`src/rtl/reg_window_ctrl.sv`:
```
// Sliding register-window controller: tracks the window base and resident frames,
// and spills/fills the oldest WIN_STEP physical registers through a word-wide memory port.
module reg_window_ctrl #(
    parameter int          NUM_PHYS   = 32,
    parameter int          WIN_STEP   = 4,
    parameter int          MAX_RES    = 7,
    parameter logic [15:0] SPILL_BASE = 16'hF000
) (
    input  logic                        clock,
    input  logic                        reset,
    input  logic [1:0]                  win_op,
    output logic                        win_busy,
    output logic                        win_done,
    output logic                        win_fault,
    output logic [$clog2(NUM_PHYS)-1:0] win_index,
    output logic [$clog2(NUM_PHYS)-1:0] phys_sel,
    input  logic [15:0]                 phys_rd_data,
    output logic                        phys_we,
    output logic [15:0]                 phys_wr_data,
    output logic                        mem_req,
    output logic                        mem_we,
    output logic [15:0]                 mem_addr,
    output logic [15:0]                 mem_wdata,
    input  logic [15:0]                 mem_rdata,
    input  logic                        mem_ack
);
    localparam int IW = $clog2(NUM_PHYS);
    localparam int KW = $clog2(WIN_STEP);
    localparam int RW = $clog2(MAX_RES + 1);
    localparam logic [IW-1:0] STEP_I    = IW'(WIN_STEP);
    localparam logic [IW-1:0] SPILL_OFS = IW'(WIN_STEP * (MAX_RES - 1));
    localparam logic [15:0]   STEP_SP   = 16'(WIN_STEP);
    localparam logic [RW-1:0] MAX_R     = RW'(MAX_RES);
    localparam logic [RW-1:0] ONE_R     = RW'(1);
    localparam logic [KW-1:0] K_LAST    = KW'(WIN_STEP - 1);

    typedef enum logic [2:0] {IDLE, SPILL, FILL, FILL_WR, COMMIT} state_t;

    state_t        state, state_n;
    logic [IW-1:0] index, index_n;
    logic [RW-1:0] resident, resident_n;
    logic [15:0]   sp, sp_n;
    logic [15:0]   spilled, spilled_n;
    logic [KW-1:0] k, k_n;
    logic [15:0]   fill_data, fill_data_n;
    logic          was_fill, was_fill_n;
    logic          done_r, done_n;
    logic          fault_r, fault_n;

    // State register; reset aborts any transfer in flight.
    always_ff @(posedge clock) begin
        if (reset) begin
            state     <= IDLE;
            index     <= '0;
            resident  <= ONE_R;
            sp        <= SPILL_BASE;
            spilled   <= 16'd0;
            k         <= '0;
            fill_data <= 16'd0;
            was_fill  <= 1'b0;
            done_r    <= 1'b0;
            fault_r   <= 1'b0;
        end else begin
            state     <= state_n;
            index     <= index_n;
            resident  <= resident_n;
            sp        <= sp_n;
            spilled   <= spilled_n;
            k         <= k_n;
            fill_data <= fill_data_n;
            was_fill  <= was_fill_n;
            done_r    <= done_n;
            fault_r   <= fault_n;
        end
    end

    // Next-state logic; win_done is registered so it lands in the COMMIT cycle.
    always_comb begin
        state_n     = state;
        index_n     = index;
        resident_n  = resident;
        sp_n        = sp;
        spilled_n   = spilled;
        k_n         = k;
        fill_data_n = fill_data;
        was_fill_n  = was_fill;
        done_n      = 1'b0;
        fault_n     = 1'b0;
        case (state)
            IDLE: begin
                if (win_op == 2'b10) begin
                    if (resident < MAX_R) begin
                        index_n    = index + STEP_I;
                        resident_n = resident + ONE_R;
                        done_n     = 1'b1;
                    end else begin
                        k_n        = '0;
                        was_fill_n = 1'b0;
                        state_n    = SPILL;
                    end
                end else if (win_op == 2'b01) begin
                    if (resident > ONE_R) begin
                        index_n    = index - STEP_I;
                        resident_n = resident - ONE_R;
                        done_n     = 1'b1;
                    end else if (spilled != 16'd0) begin
                        k_n        = '0;
                        was_fill_n = 1'b1;
                        state_n    = FILL;
                    end else begin
                        fault_n = 1'b1;
                    end
                end else begin
                    state_n = IDLE;
                end
            end
            SPILL: begin
                if (mem_ack) begin
                    k_n = k + KW'(1);
                    if (k == K_LAST) begin
                        state_n = COMMIT;
                        done_n  = 1'b1;
                    end else begin
                        state_n = SPILL;
                    end
                end else begin
                    state_n = SPILL;
                end
            end
            FILL: begin
                if (mem_ack) begin
                    fill_data_n = mem_rdata;
                    state_n     = FILL_WR;
                end else begin
                    state_n = FILL;
                end
            end
            FILL_WR: begin
                k_n = k + KW'(1);
                if (k == K_LAST) begin
                    state_n = COMMIT;
                    done_n  = 1'b1;
                end else begin
                    state_n = FILL;
                end
            end
            COMMIT: begin
                if (was_fill) begin
                    index_n   = index - STEP_I;
                    sp_n      = sp - STEP_SP;
                    spilled_n = spilled - 16'd1;
                end else begin
                    index_n   = index + STEP_I;
                    sp_n      = sp + STEP_SP;
                    spilled_n = (spilled != 16'hFFFF) ? spilled + 16'd1 : spilled;
                end
                state_n = IDLE;
            end
            default: state_n = IDLE;
        endcase
    end

    // Transfer-port decode; spill data passes straight through from the register file.
    always_comb begin
        phys_sel     = '0;
        phys_we      = 1'b0;
        phys_wr_data = 16'd0;
        mem_req      = 1'b0;
        mem_we       = 1'b0;
        mem_addr     = 16'd0;
        mem_wdata    = 16'd0;
        case (state)
            SPILL: begin
                phys_sel  = index - SPILL_OFS + IW'(k);
                mem_req   = 1'b1;
                mem_we    = 1'b1;
                mem_addr  = sp + 16'(k);
                mem_wdata = phys_rd_data;
            end
            FILL: begin
                mem_req  = 1'b1;
                mem_addr = sp - 16'd1 - 16'(k);
            end
            FILL_WR: begin
                phys_we      = 1'b1;
                phys_sel     = index - STEP_I + IW'(WIN_STEP - 1) - IW'(k);
                phys_wr_data = fill_data;
            end
            default: phys_we = 1'b0;
        endcase
    end

    assign win_busy  = (state != IDLE);
    assign win_done  = done_r;
    assign win_fault = fault_r;
    assign win_index = index;

endmodule
```
`config.mk`:
```
export PLATFORM = sky130hd
export DESIGN_NAME = reg_window_ctrl
export DESIGN_NICKNAME = d
export VERILOG_FILES = /design/src/rtl/reg_window_ctrl.sv
export SDC_FILE = /design/constraint.sdc
export NUM_CORES = 1
export LEC_CHECK = 0
export ABC_CLOCK_PERIOD_IN_PS = 3200
export CELL_PAD_IN_SITES_DETAIL_PLACEMENT = 1
export CELL_PAD_IN_SITES_GLOBAL_PLACEMENT = 2
export CORE_MARGIN = 2
export CORE_UTILIZATION = 29
export CTS_CLUSTER_SIZE = 24
export DETAILED_ROUTE_END_ITERATION = 10
export PLACE_DENSITY = 0.86
export SLEW_MARGIN = 5
export SYNTH_ARGS = -nofsm -noshare
export SYNTH_HDL_FRONTEND = slang
export SYNTH_SLANG_ARGS = --single-unit
```
`constraint.sdc`:
```
create_clock -name clock -period 3.2 [get_ports clock]
set_input_delay 0.64 -clock clock [delete_from_list [all_inputs] [get_ports clock]]
set_output_delay 0.64 -clock clock [all_outputs]
set_load 0.1 [all_outputs]
```
run_1/logic_types.png
The bar under the picture is 50 um long.
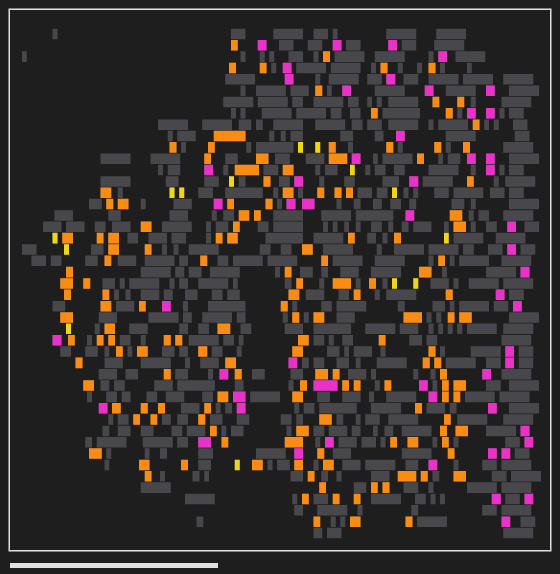
legend:
  yellow:
    family: inverters
    cells: 14
  orange:
    family: inverting AOI/OAI gates
    cells: 153
  magenta:
    family: AND and OR gates
    cells: 54

run_1/clocks.png
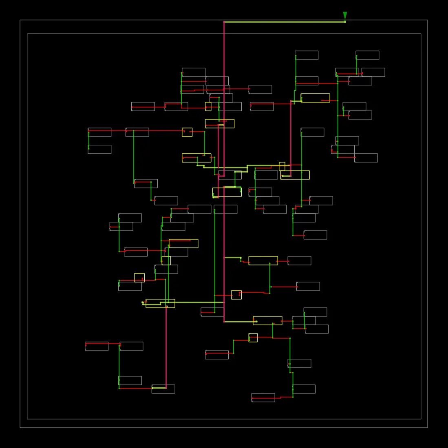
clock buffers: 9
clk pwr: 0.912 mW
clock tree sinks: 60
Clock Skews: 6.457 ps
seq_cells: 60

==> out/results.tsv, run 1 <==
metric	value	unit
drive_gt1_share	17.95	%
r2r_cells	7	
wire_per_inst	16.12	um
area_dominant_class	logic gates	
syn2layout_area_growth	43.93	%
hold_depth	2	
initCoreUtil	29.83	%
cts-root-buf	clkbuf_16	
dr_wl_met3	626	um
ys_sh_mux	1.753	%
worstSetupPathType	reg2out	
dieArea	0.01677	mm^2
synth_top_cell_by_area	dfxtp_1	
slew_headroom	52.63	%
worstHoldEndpoint	fill_data[4]	
wl_met2	7.258	mm
clock.fmax	336.2	MHz
cts_hold_buf	0	
r2r_start	was_fill	
grt_use_met1	20.95	%
signal_buffers	111	
n_fill_cell	1826	
flop_cell	dfxtp_1	
drt-pass1-iter-count	5	
comb_area_share	49.04	%
async_flop_share	0	%
worstPathMaxFanout	15	
synth_stat.cells	602	
hold_path.class	reg2reg	
top_usage_layer	met2	
synth_top_area_share	26.29	%
cts_tree	built	
num-nonclk-inverters	14	
timing.setup.tns	0	ps
pre_cts_slack	502.7	ps
clock_area_share	4.206	%
end_kind	output port	
synth-edff-count	0	
logic_family	simple AND/OR/NAND/NOR gates	
grt_usage	17.55	%
power.leakage	2.715	nW
buffer_area_share	23.67	%
num_antenna_cells	0	
gp_congestion	0.8042	
drt_iter0_markers	170	
r2r_end	sp[12]	
grt_max_degree	34	
synthMostInstantiatedCell	nand2_1	
startpoint_type	flip-flop	
ys_sh_adder	10.74	%
synthXorXnorAreaFrac	4.985	%
powerDensity	400.8	mW/mm^2
warnings	32	
post-route-util	42.93	%
aoi_share	25.31	%
syn_area	0.004568	mm^2
rsz0062_at_grt	false	
dpl.hpwl	11.23	mm
met3_usage	3.303	%
io_buffers	98	
worstHoldStart	fill_data[4]	
synth-simple-area-share	26.62	%
highest_layer	met4	
irDropWorstVdd	0.0002494	V
fp.coreArea	0.01531	mm^2
insertion_delay	340	ps
synth_cells	602	
cts_max_path_buffers	2	
postPlaceCellArea	0.006299	mm^2
cts.clk_slew.worst_paths	60	ps
fin_cells	913	
rows	45	
ys_seq_share	26.29	%
fp.dieW	129.5	um
drc_errors	0	
period_minus_slack	2974	ps
seq_share	18.27	%
yosysWarningCount	0	
drv_slew	0	
finalPower	2.635	mW
nNetsFinal	772	
wl_met1	6.594	mm
yosysUniqueCellTypes	65	
rrSetupSlack	460	ps
status	finished clean	
cts_made_buffers	9	
grt.overflow.total	0	
cp_data_arrival_time	2330	ps
num_vias	4716	
cp.required	2560	ps
common_cells	95 x nand2_1, 63 x a21oi_1, 60 x dfxtp_1	
use_met2	31.76	%
grt_antenna_before_repair	0	
yosysChipArea	0.004568	mm^2
post_cts_resized	0	
wl	14.72	mm
ioPinCount	101	
timing.hold.ws	452.3	ps
ys.flops	60	
grt_pass1_wl	23.92	mm
hold_violations	0	
setup_viol	0	
htree_levels	3	
reg_top3	fill_data x16, spilled x16, sp x14	
final_cell_mix	95 x nand2_1, 63 x a21oi_1, 60 x dfxtp_1	
seq_area	0.001201	mm^2
mi_logic_area	0.003224	mm^2
max_cap_viol_count	0	
fin_crit_sh	92.94	%
top_cells_by_area	dfxtp_1 26%, ha_1 9.9%, nand2_1 7.8%	
postRouteAntennaNets	0	
tightest_slew	710.6	ps
post_cts_buffers	0	
lay_top_count	nand2_1	
taps	211	
vias_per_cell	5.165	
fin_area	0.006575	mm^2
comb_cells	501	
timing.final.ws_setup	225.9	ps
die_h	129.5	um
run_1/power_grid.png
Pins as bars on the die edge. Tap cells in gray.
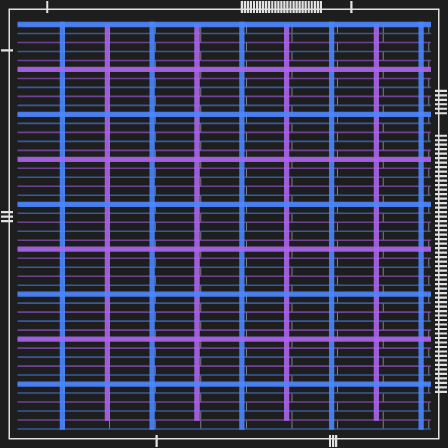
legend:
  purple:
    net: VDD
  blue:
    net: VSS
rows: 45
met1 rails: 46
met5 straps: 9
signal pins: 101
met4 straps: 9

[run 1: worst max path at each step]
stage	start	to	slack, ps
final	state[1]	mem_addr[14]	230
after global routing	sp[2]	mem_addr[13]	10
after detailed placement	win_op[0]	k[0]	500
after global placement	was_fill	sp[11]	550
after floorplan	sp[2]	mem_addr[7]	-510
after CTS	state[1]	mem_addr[14]	220
[run 1: worst max-delay path: stages (launching register included)]
cell,delay [ps]
dfxtp_1,330
inv_1,90
or3_1,680
nor3_2,330
a21oi_1,110
a31oi_2,220
buf_12,210
[run 1: report_power, final]
group / leakage, nW / internal [mW] / switching [mW]
combinational: 2.10 / 0.317 / 0.608
clock: 0.132 / 0.526 / 0.386
sequential: 0.485 / 0.768 / 0.0299
==> run 2: changes to the inputs <==
--- a/config.mk
+++ b/config.mk
@@ -5,7 +5,6 @@
 export SDC_FILE = /design/constraint.sdc
 export NUM_CORES = 1
 export LEC_CHECK = 0
-export ABC_CLOCK_PERIOD_IN_PS = 3200
 export CELL_PAD_IN_SITES_DETAIL_PLACEMENT = 1
 export CELL_PAD_IN_SITES_GLOBAL_PLACEMENT = 2
 export CORE_MARGIN = 2
run_2/clocks.png
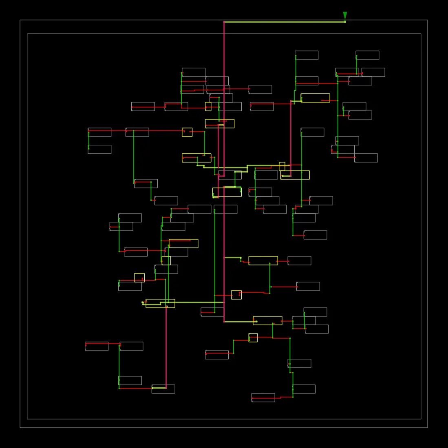
total CTS buffers: 9
worst skew pair latency: 340 ps

run_2/logic_types.png
The bar under the picture is 50 um long.
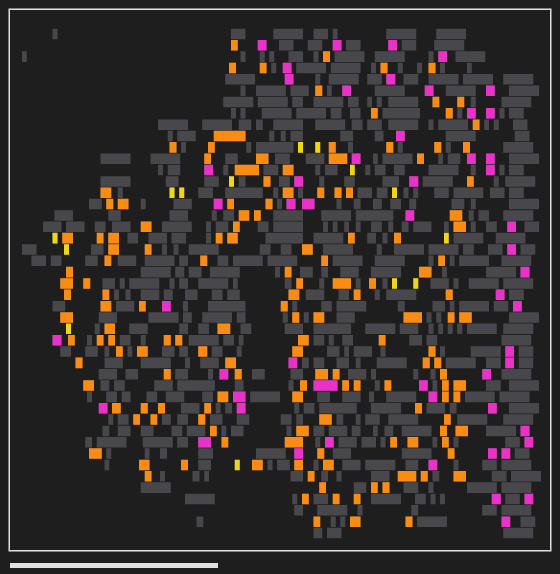
legend:
  magenta:
    family: AND and OR gates
    cells: 54
  orange:
    family: inverting AOI/OAI gates
    cells: 153
  yellow:
    family: inverters
    cells: 14

==> run 2 against run 1 <==
Effect of this change: die area stayed put; fmax stayed put; power stayed put; worst setup slack stayed put; routed wire length stayed put; critical path type unchanged.
==> out/results.tsv, run 2 <==
metric	value	unit	change
synth-edff-count	0		unchanged
clock-sinks	60		unchanged
post_cts_buffers	0		unchanged
highest_layer	met4		
grt_use_met1	20.95	%	unchanged
clock_skew	6.457	ps	unchanged
hold_path.class	reg2reg		
wl_met1	6.594	mm	unchanged
tightest_slew	710.6	ps	unchanged
power.leakage	2.715	nW	unchanged
yosysChipArea	0.004568	mm^2	unchanged
initCoreUtil	29.83	%	unchanged
wl	14.72	mm	unchanged
worstHoldEndpoint	fill_data[4]		
rsz0062_at_grt	false		
timing.hold.ws	452.3	ps	unchanged
ys_sh_adder	10.74	%	unchanged
dpl.hpwl	11.23	mm	unchanged
nNetsFinal	772		unchanged
yosysWarningCount	0		unchanged
period_minus_slack	2974	ps	unchanged
ys_seq_share	26.29	%	unchanged
r2r_start	was_fill		
logic_family	simple AND/OR/NAND/NOR gates		
flop_cell	dfxtp_1		
max_cap_viol_count	0		unchanged
drv_slew	0		unchanged
grt.overflow.total	0		unchanged
aoi_share	25.31	%	unchanged
grt_pass1_wl	23.92	mm	unchanged
grt_usage	17.55	%	unchanged
die_h	129.5	um	unchanged
lay_top_count	nand2_1		
cts.clk_slew.worst_paths	60	ps	about the same
hold_violations	0		unchanged
end_kind	output port		
ioPinCount	101		unchanged
switching_share	38.85	%	unchanged
drive_gt1_share	17.95	%	unchanged
p_seq_share	30.3	%	about the same
worstSetupPathType	reg2out		
rows	45		unchanged
post_cts_resized	0		unchanged
cts-root-buf	clkbuf_16		
num_antenna_cells	0		unchanged
warnings	32		unchanged
finalPower	2.635	mW	unchanged
powerDensity	400.8	mW/mm^2	unchanged
synth-simple-area-share	26.62	%	unchanged
fp.dieW	129.5	um	unchanged
rrSetupSlack	460	ps	about the same
worstPathCellList	inv_1 -> or3_1 -> nor3_2 -> a21oi_1 -> a31oi_2 -> buf_12		
fin_cells	913		unchanged
crit_slowest_cell	or3_1		
cp_data_arrival_time	2330	ps	about the same
dr_wl_met3	626	um	unchanged
num_vias	4716		unchanged
yosysUniqueCellTypes	65		unchanged
slew_headroom	52.63	%	unchanged
met3_usage	3.303	%	unchanged
switchingPower	1.024	mW	unchanged
clock.fmax	336.2	MHz	unchanged
ys.flops	60		unchanged
status	finished clean		
irDropWorstVdd	0.0002494	V	unchanged
async_flop_share	0	%	unchanged
path_buffers	2		unchanged
top_cells_by_area	dfxtp_1 26%, ha_1 9.9%, nand2_1 7.8%		
cp_top_family	simple AND/OR/NAND/NOR gates		
syn2layout_area_growth	43.93	%	unchanged
worstPathMaxFanout	15		unchanged
setup_viol	0		unchanged
startpoint_type	flip-flop		
synthXorXnorAreaFrac	4.985	%	unchanged
synthMostInstantiatedCell	nand2_1		
cp-startpoint	state[1]		
dieArea	0.01677	mm^2	unchanged
cp.required	2560	ps	about the same
reg_top3	fill_data x16, spilled x16, sp x14		
wire_per_inst	16.12	um	unchanged
grt_antenna_before_repair	0		unchanged
htree_levels	3		unchanged
cts_hold_buf	0		unchanged
use_met2	31.76	%	unchanged
final_cell_mix	95 x nand2_1, 63 x a21oi_1, 60 x dfxtp_1		
vias_per_cell	5.165		unchanged
run_2/placement_by_type.png
The bar under the picture is 50 um long.
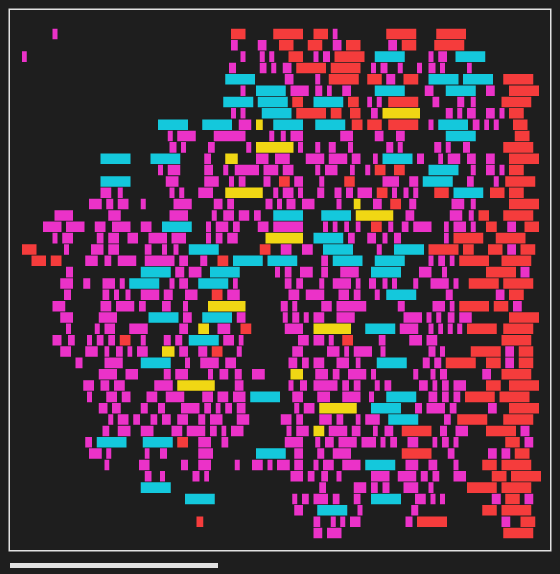
legend:
  yellow:
    class: clock drivers and dummy loads
    cells: 16
    share_of_their_area: 4.4%
  red:
    class: other buffers and delay cells
    cells: 111
    share_of_their_area: 25%
  cyan:
    class: flops
    cells: 60
    share_of_their_area: 19%
  magenta:
    class: combinational and other logic
    cells: 515
    share_of_their_area: 52%

## run 2: power by group through the flow
stage	clock, mW	combinational, mW	sequential [mW]
after CTS	0.922	0.930	0.798
after global placement	0	0.907	0.811
after global routing	0.958	0.975	0.803
after detailed placement	0	0.925	0.814
after floorplan	0	0.583	0.848
final	0.912	0.925	0.798
## run 2: final cells by class
class | count | area [um^2]
clock buffer | 9 | 225.2
clock inverter | 7 | 51.30
fill | 1826 | 8740
inverter | 14 | 52.55
multi-input combinational | 501 | 3224
sequential | 60 | 1201
tap | 211 | 264.0
timing repair buffer | 111 | 1556
## run 2: per-stage QoR
step	setup WS, ps	setup TNS [ps]	cell area, um^2
floorplan	-514.2	-1259	4621
finish	225.9	0	6575
CTS	223.3	0	6575
global placement	554.6	0	6299
detailed placement	502.7	0	6299
global route	11.16	0	6575
No activity file was given, so power comes from the tool's default toggle rates.
